Figure 1. Cell density map (run 1).
The die is cut into 31 by 28 equal tiles; white is low, dark blue is high, 0 to 100% covered.
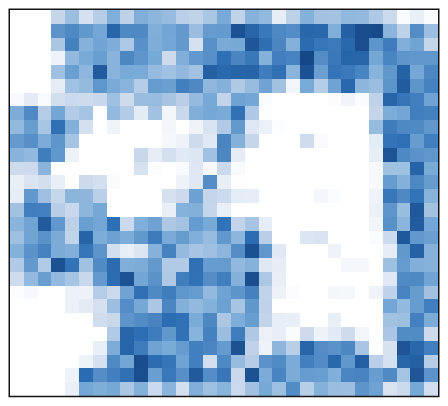
Figure 2. Cell placement (run 1).
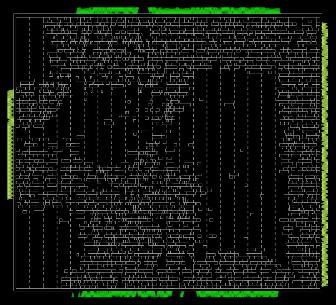
Figure 3. Sequential cells coloured by netlist name (run 1).
Other sequential cells in the stronger grey, the rest of the logic in the fainter grey.
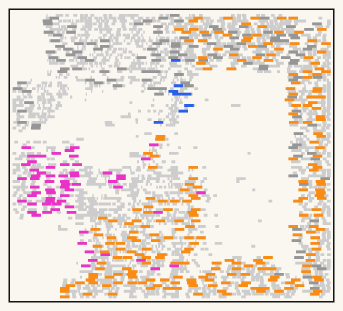
Figure 4. Metal 1 (run 1).
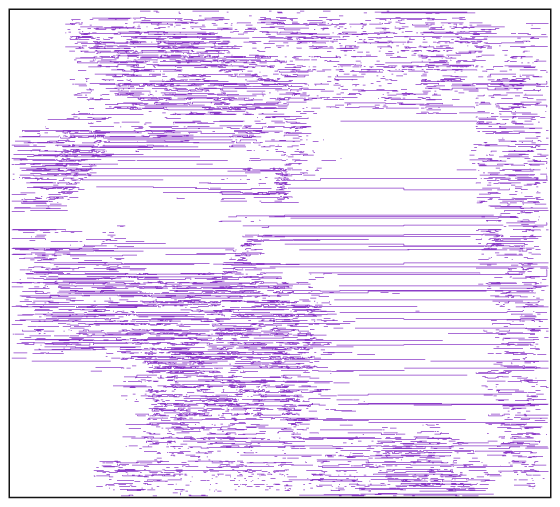
Design memory_access, sky130hd; sources not shown.
==> out/results.md, run 1 <==
| Result | This run | Unit |
|:---|:---|:---|
| Achievable clock frequency | 327 | MHz |
| First-pass GRT wire length | 119 | mm |
| Pin count of the biggest net entering global routing | 91 | - |
| Crit-path cells | clkdlybuf4s50_1 > o21ai_1 > nand2b_1 > buf_4 | - |
| Htree depth | 2 | - |
| Mapped Cells | 1779 | - |
| Number of cells upsized or downsized after cts | 0 | - |
| Leakage power summed over all cells | 0.0134 | uW |
| Final standard cell area without fillers | 31600 | sq um |
| Mapped cell area | 21400 | sq um |
| Outcome | complete, no violations | - |
| Flop pwr share | 35.1 | % |
| Net Sw Power | 8840 | uW |
| Mean instance size in the synthesized netlist | 12.0 | sq um |
| Clock-pin slew reported for the worst setup and hold paths after clock tree synthesis | 0.05 | ns |
| Number of detailed-route iterations in the first pass | 6 | - |
| Clock sink total | 437 | - |
| Max-slew violation total from the final report | 0 | - |
| Required @ worst endpoint | 2.04 | ns |
| Arrival time reported for the critical path endpoint | 1.90 | ns |
| Least setup slack across all paths after layout | 0.142 | ns |
| Die outline area | 87800 | sq um |
| Yosys chip area | 21400 | sq um |
| Placed instance area | 29800 | sq um |
| Root buffer cell | sky130_fd_sc_hd__clkbuf_16 | - |
| Gate power share | 38.1 | % |
| Slowest cell on the critical path | sky130_fd_sc_hd__clkdlybuf4s50_1 | - |
| Final-report setup violation count | 0 | - |
| Share of post-route cells with drive strength above 1 | 12.0 | % |
| Sequential area share after synthesis | 51.2 | % |
| Flip-flop count of the largest register after layout | 232 | - |
| Synthesized net count | 2083 | - |
## Picture notes: Figure 1
The mean over all tiles is 34%. 25% of the tiles are nearly empty. 6.8% of the tiles are over 75% full. The fullest tile reaches 91%.
final design utilization: 37.4%
Init Core Util: 25.3%
core area: 84500 sq um

## Picture notes: Figure 2
FP Rows: 101
Seq Cell Count: 437
proportion of cell area occupied by registers: 34.6%
non-filler cells in the finished layout: 3624

## Picture notes: Figure 3
Key: orange = `moduleOut` [placed flops 232, where widely spread]; magenta = `load_word` [placed flops 64]; blue = `dreq_strobe` [placed flops 8]
register cell area after layout: 10900 sq um
Seq group: 8400 uW

## Picture notes: Figure 4
The layer carries 37.0 mm of wire. The wires run mostly horizontal. 2501 nets have wire on it. The longest straight run is 161 um.
number of vias after detailed routing: 16700
drt total wl: 80.9 mm
grt met1 use: 25.1%

## run 1: power by group through the flow
stage,Clock [uW],Sequential (uW),Combinational (uW)
floorplan,0,10000,3050
global placement,0,8410,9150
detailed placement,0,8480,9230
CTS,6630,8390,9270
global route,6850,8590,9650
finish,6420,8400,9140
## run 1: cell families (layout without fill, tap and decap cells)
logic type	count (synthesis)	after routing	synth area share, %
compound gates	255	255	8.53
simple gates	300	300	6.32
buf+inv	283	994	5.89
other cells	1	2	0.0176
flops	437	437	51.2
mux	503	503	28.0
## run 1: routing by layer
layer  GRT usage, %  share of wire, %  up-vias
met5              0             0.026        -
met4           4.14               2.2        4
met3           3.73               6.5       95
met2           28.1                45      627
met1           25.1                46     8386
li1               -                 -     7596
## run 1: layout make-up
type | instances | area, sq um
Clock buffer | 65 | 1400
Clock inverter | 25 | 435
Multi-Input combinational cell | 1059 | 9200
Fill cell | 8099 | 53000
Timing Repair Buffer | 766 | 7680
Sequential cell | 437 | 10900
Inverter | 138 | 518
Tap cell | 1133 | 1420
Antenna cell | 1 | 2.50
## run 1: layout by cell type, fill, tap and decap left out, types with 19 or more instances in the layout
cell type                         instances
sky130_fd_sc_hd__mux4_2                  36
sky130_fd_sc_hd__mux2_1                 274
sky130_fd_sc_hd__a22oi_1                 47
sky130_fd_sc_hd__mux2i_1                143
sky130_fd_sc_hd__a21oi_1                 28
sky130_fd_sc_hd__nor2_1                  53
sky130_fd_sc_hd__mux2_2                  24
sky130_fd_sc_hd__o21ai_1                 84
sky130_fd_sc_hd__nand2_1                130
sky130_fd_sc_hd__and2_1                  19
sky130_fd_sc_hd__clkbuf_16               51
sky130_fd_sc_hd__o211ai_1                23
sky130_fd_sc_hd__clkdlybuf4s50_1        666
sky130_fd_sc_hd__nand3_1                 65
sky130_fd_sc_hd__buf_4                   56
sky130_fd_sc_hd__mux2_4                  26
sky130_fd_sc_hd__dfrtp_1                437
sky130_fd_sc_hd__inv_1                  136
sky130_fd_sc_hd__buf_12                  24
sky130_fd_sc_hd__o211ai_2                30
## run 1: worst reg2reg max path: cells and delay by family (launching register included)
family | cells | cell delay (ns)
AOI/OAI and AO/OA | 3 | 0.97
and+or+nand+nor | 3 | 0.57
DFF | 1 | 0.37
buffers and inverters | 1 | 0.21
## run 1: cell usage after synthesis (all sizes together)
library cell,count,area (sq um)
mux4,36,811
a211oi,1,20.0
nand3b,1,7.51
o21a,1,7.51
a2bb2oi,1,8.76
o21ai,101,505
a32oi,1,8.76
and2,19,119
nor3b,3,22.5
nand2,130,488
conb,1,3.75
a32o,1,10.0
nand4bb,1,11.3
dfrtp,437,10900
mux2,324,3750
inv,137,514
or3b,1,11.3
o32ai,8,70.1
nand3,65,325
nor3,4,25.0
buf,89,531
a22oi,47,353
o21bai,1,7.51
o211ai,53,548
clkinv,1,3.75
mux2i,143,1430
nor2b,12,75.1
a21oi,28,140
or2,3,18.8
or3,1,6.26
nor2,54,203
nand2b,6,37.5
o2bb2ai,9,78.8
a2111oi,3,63.8
clkbuf,56,210
## run 1: stage by stage
step	utilization (%)	total power [uW]
after detailed placement	35.3	17700
after floorplan	-	13100
final	37.4	24000
after global routing	37.4	25100
after global placement	35.3	17600
after CTS	37.5	24300
## Run 2: what changed since run 1
- RECOVER_POWER: 25 -> unset
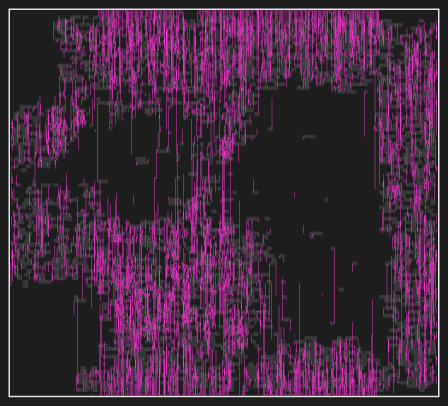
Figure 5: run 2, met2 routing.
Cells faint in the background.
The layer holds 46% of the routed length. The wires run mostly vertical.
number of vias after detailed routing: 16700
GR Util met2: 28.1%

==> run 2 against run 1 <==
- final area grew 0.29%
- area after synthesis is the same
- worst hold slack lost 0.22 ns
- setup slack lost 0.0040 ns
- flip-flop count is the same
- synthesized cell count is the same
- critical path type unchanged
==> out/results.md, run 2 <==
| Result | This run | Unit | vs previous |
|:---|:---|:---|:---|
| Outcome | complete, no violations | - |  |
| Final standard cell area without fillers | 31700 | sq um | +0.29% |
| Leading cell types by count after synthesis | 437 x sky130_fd_sc_hd__dfrtp_1, 274 x sky130_fd_sc_hd__mux2_1, 143 x sky130_fd_sc_hd__mux2i_1 | - |  |
| Mean instance size in the synthesized netlist | 12.0 | sq um | unchanged |
| FP Rows | 101 | - | unchanged |
| Top Layout Cells | 666 x sky130_fd_sc_hd__clkdlybuf4s50_1, 437 x sky130_fd_sc_hd__dfrtp_1, 274 x sky130_fd_sc_hd__mux2_1, 143 x sky130_fd_sc_hd__mux2i_1, 136 x sky130_fd_sc_hd__inv_1 | - |  |
| Non-filler cells in the finished layout | 3624 | - | unchanged |
| Number of cells upsized or downsized after cts | 0 | - | unchanged |
| First-pass GRT wire length | 119 | mm | unchanged |
| Clock sink total | 437 | - | unchanged |
| Achievable clock frequency | 327 | MHz | -0.13% |
| Die outline area | 87800 | sq um | unchanged |
| Yosys chip area | 21400 | sq um | unchanged |
| Core area | 84500 | sq um | unchanged |
| Sequential area share after synthesis | 51.2 | % | unchanged |
| Max-slew violation total from the final report | 0 | - | unchanged |
| Mapped Cells | 1779 | - | unchanged |
| Mapped cell area | 21400 | sq um | unchanged |
| Flop pwr share | 35.0 | % | about the same |
| Top-area cell type share of the netlist area | 51.2 | % | unchanged |
| Flip-flop count of the largest register after layout | 232 | - | unchanged |
| Placed instance area | 29800 | sq um | unchanged |
| Final design utilization | 37.5 | % | +0.11 points |
| Root buffer cell | sky130_fd_sc_hd__clkbuf_16 | - |  |
| Share of post-route cells with drive strength above 1 | 12.4 | % | +0.40 points |
| Count of library flops with an enable pin | 0 | - | unchanged |
| Most common cell in the netlist | sky130_fd_sc_hd__dfrtp_1 | - |  |
| Largest area contributor in the netlist | sky130_fd_sc_hd__dfrtp_1 | - |  |
| Leakage power summed over all cells | 0.0135 | uW | +0.41% |
| Least setup slack across all paths after layout | 0.138 | ns | -0.00402 ns |
| Top cells by area, synth | sky130_fd_sc_hd__dfrtp_1 51%, sky130_fd_sc_hd__mux2_1 14%, sky130_fd_sc_hd__mux2i_1 6.7% | - |  |
| Required @ worst endpoint | 2.04 | ns | about the same |
| Gate power share | 38.2 | % | about the same |
| Slowest cell on the critical path | sky130_fd_sc_hd__clkdlybuf4s50_1 | - |  |
| Synthesized net count | 2083 | - | unchanged |
| Init Core Util | 25.3 | % | unchanged |
| Number of detailed-route iterations in the first pass | 6 | - | unchanged |
| Final-report setup violation count | 0 | - | unchanged |
| Net Sw Power | 8840 | uW | about the same |
| Arrival time reported for the critical path endpoint | 1.90 | ns | about the same |
-- run 2: cell counts after synthesis --
No cell type changed its count.
-- run 2: cell type report --
| cell class | instances | area, sq um |
|---|---|---|
| fill | 8084 | 52900 |
| sequential | 437 | 10900 |
| multi-input combinational | 1059 | 9200 |
| timing repair buffer | 766 | 7770 |
| tap | 1133 | 1420 |
| clock buffer | 65 | 1400 |
| inverter | 138 | 518 |
| clock inverter | 25 | 435 |
| antenna | 1 | 2.50 |
-- run 2: cell families (layout without fill, tap and decap cells) --
family	count (synthesis)	after routing	share of synthesized area, %
multiplexers	503	503	28.0
flip-flops	437	437	51.2
buffers and inverters	283	994	5.89
AND-OR/OR-AND	255	255	8.53
other	1	2	0.0176
AND/OR/NAND/NOR	300	300	6.32
-- run 2: stage by stage --
| stage | hold slack [ns] | setup TNS [ns] | total power [uW] |
|---|---|---|---|
| finish | 0.0620 | 0 | 24000 |
| global route | 0.0529 | 0 | 25100 |
| CTS | 0.0324 | 0 | 24300 |
| detailed placement | 0.273 | -5.37 | 17700 |
| global placement | 0.266 | -6.49 | 17600 |
| floorplan | 0.256 | 0 | 13100 |
-- run 2: worst max-delay path: cells and delay by family --
kind	cells	cell delay [ns]
buffers and inverters	2	0.70
AND/OR/NAND/NOR	1	0.15
AND-OR/OR-AND	1	0.10
-- run 2: power by group through the flow --
stage               Sequential [uW]  Clock, uW  Combinational (uW)
finish                         8400       6420                9160
global route                   8590       6850                9660
CTS                            8390       6630                9270
floorplan                     10000          0                3050
detailed placement             8480          0                9230
global placement               8410          0                9150
-- run 2: layer usage --
metal | vias to the layer above | wire length, um | track usage (%)
li1 | 7594 | - | -
met1 | 8366 | 37200 | 25.1
met2 | 608 | 36900 | 28.1
met3 | 96 | 5020 | 3.73
met4 | 4 | 1770 | 4.14
met5 | - | 21 | 0
Power and IR drop assume default switching activity.
